$ cat src/rtl/pcie_arb_pkg.sv
// Shared definitions for the PCIe request arbiters: FSM state type, the
// requester-count ceiling and the round-robin search helper.
package pcie_arb_pkg;

  localparam int MAX_NUM_REQ = 8;
  localparam int ARB_IDX_W   = 3;

  typedef enum logic [0:0] {
    ARB_IDLE = 1'b0,
    ARB_BUSY = 1'b1
  } arb_state_e;

  // First set bit of req searching upward from last+1, wrapping at num.
  // Returns last when nothing is requesting.
  function automatic logic [ARB_IDX_W-1:0] rr_next_idx(
    input logic [MAX_NUM_REQ-1:0] req,
    input logic [ARB_IDX_W-1:0]   last,
    input logic [ARB_IDX_W:0]     num
  );
    logic [ARB_IDX_W-1:0] idx;
    logic                 found;
    logic [ARB_IDX_W:0]   cand;
    idx   = last;
    found = 1'b0;
    cand  = '0;
    for (int k = 1; k <= MAX_NUM_REQ; k++) begin
      cand = {1'b0, last} + 4'(k);
      cand = (cand >= num) ? (cand - num) : cand;
      if ((4'(k) <= num) && !found && req[cand[ARB_IDX_W-1:0]]) begin
        idx   = cand[ARB_IDX_W-1:0];
        found = 1'b1;
      end else begin
        found = found;
      end
    end
    return idx;
  endfunction

endpackage

$ cat src/rtl/pcie_rq_arbiter_rr_select.sv
// Combinational round-robin selector: one-hot grant and index of the next
// requester after last_grant_i. Shared with the completer-side arbiter.
module rr_select
  import pcie_arb_pkg::*;
#(
  parameter int NUM_REQ = 4,
  parameter int IDX_W   = 2
) (
  input  logic [NUM_REQ-1:0] req_i,
  input  logic [IDX_W-1:0]   last_grant_i,
  output logic [NUM_REQ-1:0] grant_o,
  output logic [IDX_W-1:0]   idx_o,
  output logic               valid_o
);

  logic [MAX_NUM_REQ-1:0] req_ext_s;
  logic [ARB_IDX_W-1:0]   last_ext_s;

  // Widen to the package search width and pick the next requester
  always_comb begin
    req_ext_s                  = '0;
    req_ext_s[NUM_REQ-1:0]     = req_i;
    last_ext_s                 = '0;
    last_ext_s[IDX_W-1:0]      = last_grant_i;
    valid_o                    = |req_i;
    idx_o                      = IDX_W'(rr_next_idx(req_ext_s, last_ext_s, 4'(NUM_REQ)));
    grant_o                    = '0;
    if (valid_o) begin
      grant_o[idx_o] = 1'b1;
    end else begin
      grant_o = '0;
    end
  end

endmodule

$ cat src/rtl/pcie_rq_arbiter.sv
// Packet-granular round-robin arbiter onto the PCIe RQ AXI4-Stream port.
// Optional per-requester packet counters: define PCIE_RQ_ARB_STAT_EN.
module pcie_rq_arbiter
  import pcie_arb_pkg::*;
#(
  parameter int C_DATA_WIDTH        = 128,
  parameter int AXI4_RQ_TUSER_WIDTH = 62,
  parameter int KEEP_WIDTH          = C_DATA_WIDTH / 32,
  parameter int NUM_REQ             = 4
) (
  input  logic                                   user_clk,
  input  logic                                   user_reset,
  input  logic                                   user_lnk_up,
  input  logic [NUM_REQ*C_DATA_WIDTH-1:0]        req_tdata,
  input  logic [NUM_REQ*AXI4_RQ_TUSER_WIDTH-1:0] req_tuser,
  input  logic [NUM_REQ*KEEP_WIDTH-1:0]          req_tkeep,
  input  logic [NUM_REQ-1:0]                     req_tlast,
  input  logic [NUM_REQ-1:0]                     req_tvalid,
  output logic [NUM_REQ-1:0]                     req_tready,
  output logic [C_DATA_WIDTH-1:0]                s_axis_rq_tdata,
  output logic [AXI4_RQ_TUSER_WIDTH-1:0]         s_axis_rq_tuser,
  output logic [KEEP_WIDTH-1:0]                  s_axis_rq_tkeep,
  output logic                                   s_axis_rq_tlast,
  output logic                                   s_axis_rq_tvalid,
  input  logic [3:0]                             s_axis_rq_tready,
  output logic [NUM_REQ-1:0]                     arb_grant,
  output logic                                   arb_busy
`ifdef PCIE_RQ_ARB_STAT_EN
  ,
  output logic [NUM_REQ*32-1:0]                  stat_pkt_cnt
`endif
);

  localparam int IDX_W = (NUM_REQ > 1) ? $clog2(NUM_REQ) : 1;

  arb_state_e           state_q;
  logic [NUM_REQ-1:0]   grant_q;
  logic [IDX_W-1:0]     gidx_q;
  logic [IDX_W-1:0]     last_q;
  logic                 busy_q;

  logic [NUM_REQ-1:0]   sel_grant_s;
  logic [IDX_W-1:0]     sel_idx_s;
  logic                 sel_valid_s;
  logic                 beat_last_s;
  logic                 tready_unused_s;

  logic [C_DATA_WIDTH-1:0]        data_a_s [NUM_REQ];
  logic [AXI4_RQ_TUSER_WIDTH-1:0] user_a_s [NUM_REQ];
  logic [KEEP_WIDTH-1:0]          keep_a_s [NUM_REQ];

  assign tready_unused_s = ^s_axis_rq_tready[3:1];

  for (genvar g = 0; g < NUM_REQ; g++) begin : g_slice
    assign data_a_s[g] = req_tdata[g*C_DATA_WIDTH +: C_DATA_WIDTH];
    assign user_a_s[g] = req_tuser[g*AXI4_RQ_TUSER_WIDTH +: AXI4_RQ_TUSER_WIDTH];
    assign keep_a_s[g] = req_tkeep[g*KEEP_WIDTH +: KEEP_WIDTH];
  end

  rr_select #(
    .NUM_REQ (NUM_REQ),
    .IDX_W   (IDX_W)
  ) u_rr_select (
    .req_i        (req_tvalid),
    .last_grant_i (last_q),
    .grant_o      (sel_grant_s),
    .idx_o        (sel_idx_s),
    .valid_o      (sel_valid_s)
  );

  // Forwarding mux; gidx_q resets to 0 so idle data shows slice 0, not X
  always_comb begin
    s_axis_rq_tdata  = data_a_s[gidx_q];
    s_axis_rq_tuser  = user_a_s[gidx_q];
    s_axis_rq_tkeep  = keep_a_s[gidx_q];
    s_axis_rq_tlast  = req_tlast[gidx_q];
    s_axis_rq_tvalid = (state_q == ARB_BUSY) && req_tvalid[gidx_q];
    req_tready       = grant_q & {NUM_REQ{s_axis_rq_tready[0]}};
    beat_last_s      = s_axis_rq_tvalid && s_axis_rq_tready[0] && s_axis_rq_tlast;
  end

  // Arbitration FSM: grant held from first beat through the tlast handshake
  always_ff @(posedge user_clk) begin
    if (user_reset) begin
      state_q <= ARB_IDLE;
      grant_q <= '0;
      gidx_q  <= '0;
      last_q  <= IDX_W'(NUM_REQ - 1);
      busy_q  <= 1'b0;
    end else begin
      case (state_q)
        ARB_IDLE: begin
          if (user_lnk_up && sel_valid_s) begin
            state_q <= ARB_BUSY;
            grant_q <= sel_grant_s;
            gidx_q  <= sel_idx_s;
            busy_q  <= 1'b1;
          end
        end
        ARB_BUSY: begin
          if (beat_last_s) begin
            state_q <= ARB_IDLE;
            grant_q <= '0;
            last_q  <= gidx_q;
            busy_q  <= 1'b0;
          end
        end
        default: begin
          state_q <= ARB_IDLE;
          grant_q <= '0;
          busy_q  <= 1'b0;
        end
      endcase
    end
  end

  assign arb_grant = grant_q;
  assign arb_busy  = busy_q;

`ifdef PCIE_RQ_ARB_STAT_EN
  logic [31:0] cnt_q [NUM_REQ];

  // Completed-packet counters, free-running with natural wrap
  always_ff @(posedge user_clk) begin
    if (user_reset) begin
      for (int i = 0; i < NUM_REQ; i++) begin
        cnt_q[i] <= 32'd0;
      end
    end else if (beat_last_s) begin
      cnt_q[gidx_q] <= cnt_q[gidx_q] + 32'd1;
    end
  end

  for (genvar g = 0; g < NUM_REQ; g++) begin : g_stat
    assign stat_pkt_cnt[g*32 +: 32] = cnt_q[g];
  end
`endif

endmodule
$ cat config.mk
export PLATFORM = sky130hd
export DESIGN_NAME = pcie_rq_arbiter
export DESIGN_NICKNAME = d
export VERILOG_FILES = /design/src/rtl/pcie_arb_pkg.sv /design/src/rtl/pcie_rq_arbiter_rr_select.sv /design/src/rtl/pcie_rq_arbiter.sv
export SDC_FILE = /design/constraint.sdc
export NUM_CORES = 1
export LEC_CHECK = 0
export ABC_AREA = 1
export CAP_MARGIN = 20
export CELL_PAD_IN_SITES_DETAIL_PLACEMENT = 0
export CELL_PAD_IN_SITES_GLOBAL_PLACEMENT = 1
export CORE_AREA = 3 3 387 389
export CTS_BUF_LIST = sky130_fd_sc_hd__clkbuf_8
export DETAILED_ROUTE_END_ITERATION = 6
export DIE_AREA = 0 0 390 392
export HOLD_SLACK_MARGIN = 0.15
export MAX_ROUTING_LAYER = met4
export PLACE_DENSITY = 0.41
export SYNTH_ARGS = -nofsm -noshare
export SYNTH_HDL_FRONTEND = slang
export SYNTH_SLANG_ARGS = --single-unit
$ cat constraint.sdc
create_clock -name user_clk -period 2.3 [get_ports user_clk]
set_input_delay 0.23 -clock user_clk [delete_from_list [all_inputs] [get_ports user_clk]]
set_output_delay 0.23 -clock user_clk [all_outputs]
set_load 0.01 [all_outputs]
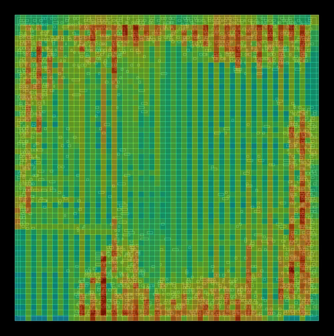
run_1/congestion.png
GRT Total Usage: 0.127
routed length per instance: 24.6 µm

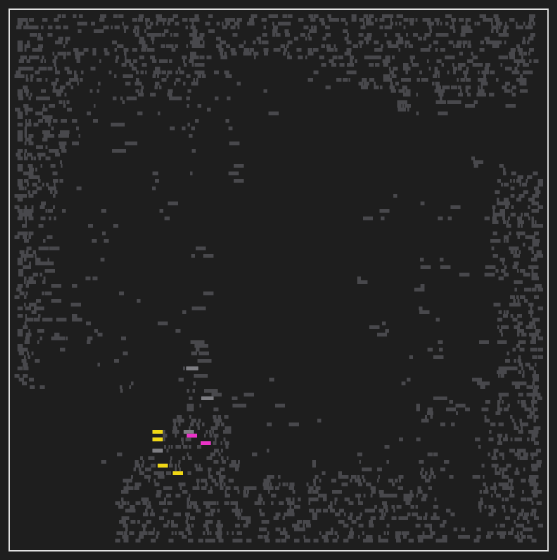
run_1/flops_by_reg.png
Other sequential cells in the stronger grey, the rest of the logic in the fainter grey.
arb_grant: drawn in yellow, sequential cells 4, where bottom left. last_q: drawn in magenta, sequential cells 2.
Seq/total area: 0.0103
Flop area: 208 µm²
post-layout util: 0.137

==> metrics.csv, run 1 <==
stage,metric,value,unit
pwr,seq_power_share,0.030,
clock_tree,cts_root_buf,clkbuf_8,
finish,layout-drive-gt1-share,0.132,
placement,placed_cells,4162,
timing,setup-violations-final,4,
run_status,violations,setup timing,
run_status,status,"complete, but fails checks",
yosys,synth.distinct_cells,23,
yosys,synth_area_per_cell,4.82,µm²
finish,inv_count,21,
clock_tree,clockBufferDepth,2,
setup_path,ff2ff_path_depth,11,
pwr,power-top-group,combinational logic,
setup_path,rrSetupSlack,0.31,ns
grt,grt_util_met3,0.0302,
yosys,syn_nets,2013,
timing,setup_slack,-0.0315,ns
setup_path,cp-start-kind,flop,
setup_path,rr_endpoint,gidx_q[1]$_SDFFE_PP0P_,
route,ant_nets,0,
die,fp.coreArea,0.147,mm²
die,die_h,392,µm
grt,grt_overflow,0,
route,drc,0,
yosys,ys_sh_adder,0.00213,
yosys,yosysWarnings,0,
finish,most-common-layout-cells,"clkdlybuf4s50_1, nor2_1, o21ai_0",
yosys,yosysChipArea,0.00588,mm²
timing,drv_slew,0,
pwr,swShare,0.477,
finish,ff_count,10,
yosys,ys_sh_simple,0.305,
yosys,mux_share,0,
grt,grt_busiest_layer,met2,
clock_tree,cts_tree,done,
placement,dp_hpwl,89100,µm
yosys,aoi_share,0.551,
yosys,netlist_area,0.00588,mm²
finish,diodes,29,
grt,grt_max_degree,64,
grt,antenna_found_initial,41,
die,dieArea,0.153,mm²
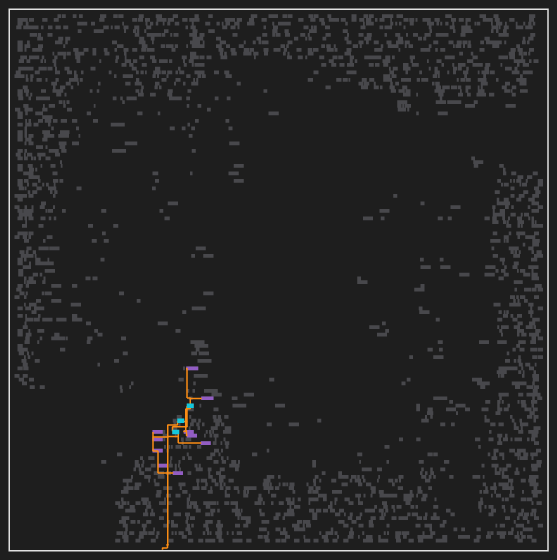
run_1/clk_routes.png
flip-flops: drawn in purple, count 10. clock drivers: drawn in cyan, count 3. clock wires: drawn in orange, length 290 µm.
There are 4 routed clock nets.
Clk Latency, worst-skew pair: 0.24 ns
Clk. pwr: 0.231 mW
Clk network pwr share: 0.032
Setup Skew: 0.00523 ns

==> run 1: how the worst min path moves through the flow <==
stage	cells past startpoint	to	slack (ns)
after floorplan	2	state_q$_SDFF_PP0_	0.47
after detailed placement	2	arb_grant[3]$_SDFFE_PP0P_	0.50
final	2	arb_grant[3]$_SDFFE_PP0P_	0.51
after CTS	2	arb_grant[3]$_SDFFE_PP0P_	0.51
after global routing	2	arb_grant[3]$_SDFFE_PP0P_	0.55
after global placement	2	state_q$_SDFF_PP0_	0.49
==> run 1: critical path: stages (launching register included) <==
cell             delay, ns
dfxtp_4               0.40
inv_8                 0.13
buf_16                0.18
buf_4                 0.16
o21ai_0               0.10
o22ai_1               0.15
buf_4                 0.16
clkdlybuf4s50_1       0.55
==> run 1: repair_timing <==
item	in CTS	in global routing
hold buffers	0	0
resized	123	77
pin swaps	6	4
setup buffers	2	5
endpoints found under the setup margin	115	62
cloned	3	3
==> run 1: sequential cells by signal, indices dropped and copies added (netlist names) <==
| register | flops |
|---|---|
| arb_grant | 4 |
| gidx_q | 2 |
| last_q | 2 |
| arb_busy | 1 |
| state_q | 1 |
==> run 1: through the flow <==
stage / cell area [µm²] / worst slack, ns / setup TNS, ns
after floorplan: 5880 / 0.644 / 0
after global placement: 19400 / -0.0643 / -0.0643
after detailed placement: 19400 / -0.0653 / -0.0653
after CTS: 19800 / -0.162 / -1.71
after global routing: 20200 / -0.106 / -0.410
final: 20200 / -0.0315 / -0.0742
==> run 1: synth_stat cells, drive strengths merged <==
cell type,instances,area share
o211ai,2,0.0026
nand2,43,0.030
ha,1,0.0021
a21oi,7,0.0060
nor2,402,0.26
nand4,2,0.0021
buf,37,0.035
inv,21,0.013
o21ai,394,0.34
clkbuf,94,0.060
o22ai,194,0.21
nand3,14,0.014
dfxtp,10,0.034
run_1/io_fan.png
The bar under the picture is 100 µm long.
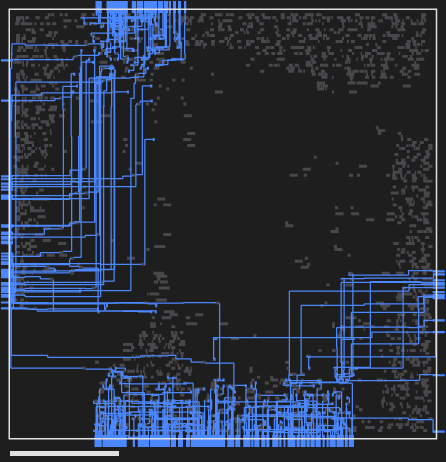

## Run 2: what changed since run 1
- clock period: 2.3 -> 2.67 ns (I/O delays scaled with it)
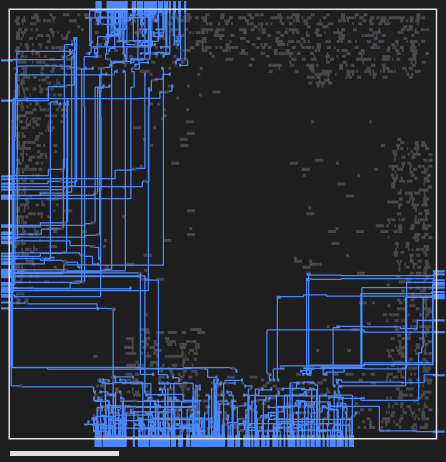
run_2/io_fan.png
The bar under the picture is 100 µm long.
req_tuser: drawn in blue, direction input, end cells 248, buffers 248, wire 19100 µm.

==> run 2 against run 1 <==
- the flow now finishes without violations
- sequential share of layout area rose by 0.053 points
- clock skew increased by 0.0015 ns
- synthesized cell count did not move
- via count shrank 1.5%
==> metrics.csv, run 2 <==
stage,metric,value,unit
clock_tree,cts_tree,done,
setup_path,critical_path_buf_inv_count,2,
grt,grt_overflow,0,
yosys,netlist_area,0.00588,mm²
route,drc,0,
timing,fin_tns_setup,0,ns
yosys,synth.area.top_cells,"o21ai_0, nor2_1, o22ai_1, clkbuf_1, dfxtp_1",
finish,post-route-util,0.131,
yosys,async_flop_share,0,
yosys,ff_type,dfxtp_1,
clock_tree,clockBufferDepth,2,
clock_tree,cts_hold_buf,0,
die,die_h,392,µm
finish,ff_count,10,
finish,diodes,27,
setup_path,cp-start-kind,flop,
grt,grt_max_degree,76,
clock_tree,cts_root_buf,clkbuf_8,
finish,inv_count,21,
setup_path,crit_family,buffers and inverters,
yosys,top_cell,nor2_1,
finish,most-common-layout-cells,"clkdlybuf4s50_1, nor2_1, o21ai_0",
timing,drv_slew,0,
die,fp.coreArea,0.147,mm²
yosys,top_area_frac,0.334,
placement,dpl_cell_area,0.0189,mm²
yosys,top_area_cell,o21ai_0,
yosys,ys_top_cells_by_count,"nor2_1, o21ai_0, o22ai_1",
die,dieArea,0.153,mm²
yosys,yosysWarnings,0,
placement,preCtsSetupSlack,0.0967,ns
finish,stdcell_area,0.0192,mm²
run_status,status,completed,
yosys,yosysChipArea,0.00588,mm²
setup_path,crit_chain,"buf_16, o21ai_0, o22ai_1, clkdlybuf4s50_1",
timing,setup_slack,0.0707,ns
yosys,synth.distinct_cells,23,
grt,grt_util_all_layers,0.123,
timing,setup-violations-final,0,
route,ant_nets,0,
yosys,synth-edff-count,0,
clock_tree,cts_setup_buffers,0,
clock_tree,clkLatencyLatePin,0.24,ns
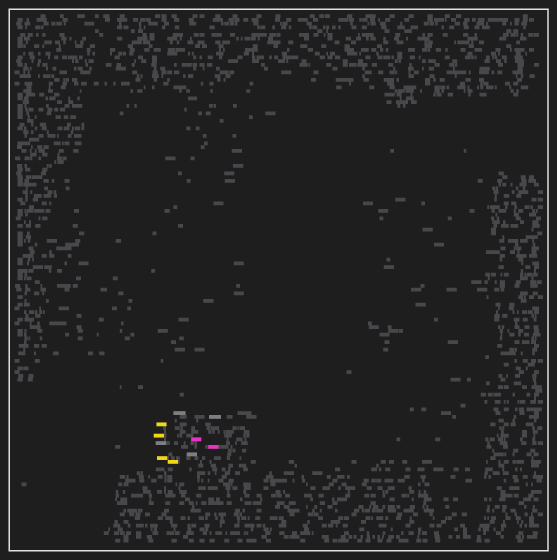
run_2/flops_by_reg.png
Other sequential cells in the stronger grey, the rest of the logic in the fainter grey.
Seq/total area: 0.0108
Seq. pwr: 0.179 mW

-- run 2: cell counts after synthesis --
No cell type changed its count.
-- run 2: path summary, 6_finish.rpt --
kind,startpoint,to,slack [ns],cells past startpoint
worst max register to register,gidx_q[0]$_SDFFE_PP0P_,arb_busy$_SDFFE_PP0P_,0.63,14
worst min-delay path,arb_grant[3]$_SDFFE_PP0P_,arb_grant[3]$_SDFFE_PP0P_,0.50,2
worst max-delay path,gidx_q[0]$_SDFFE_PP0P_,s_axis_rq_tdata[67],0.07,4
worst min register to register,arb_grant[3]$_SDFFE_PP0P_,arb_grant[3]$_SDFFE_PP0P_,0.50,2
-- run 2: metal layers --
| layer | part of all wire | vias to the layer above | global-route usage |
|---|---|---|---|
| li1 | - | 6317 | - |
| met3 | 0.077 | 24 | 0.0361 |
| met1 | 0.42 | 6205 | 0.150 |
| met2 | 0.49 | 578 | 0.212 |
| met4 | 0.0037 | 0 | 0.00462 |
| met5 | 0 | - | - |
-- run 2: cell families after synthesis --
| group | Yosys count | synth area share |
|---|---|---|
| AND-OR/OR-AND | 597 | 0.551 |
| AND/OR/NAND/NOR | 461 | 0.305 |
| buffers and inverters | 152 | 0.108 |
| flip-flops | 10 | 0.0340 |
| adder cells (fa/ha/maj) | 1 | 0.00213 |
-- run 2: timing repair --
action                                  4_1_cts  5_1_grt
endpoints found under the setup margin        9       25
hold endpoints to repair                      0        0
cloned                                        0        1
gates resized                                 9       15
-- run 2: where the power goes --
group          leakage (nW)  switching, mW  internal [mW]  total, mW
registers            0.0833         0.0179          0.162      0.179
clock network        0.0289         0.0679          0.130      0.198
logic                  6.63           2.72           2.79       5.51
total                  6.74           2.81           3.08       5.89
No activity file was given, so power comes from the tool's default toggle rates.
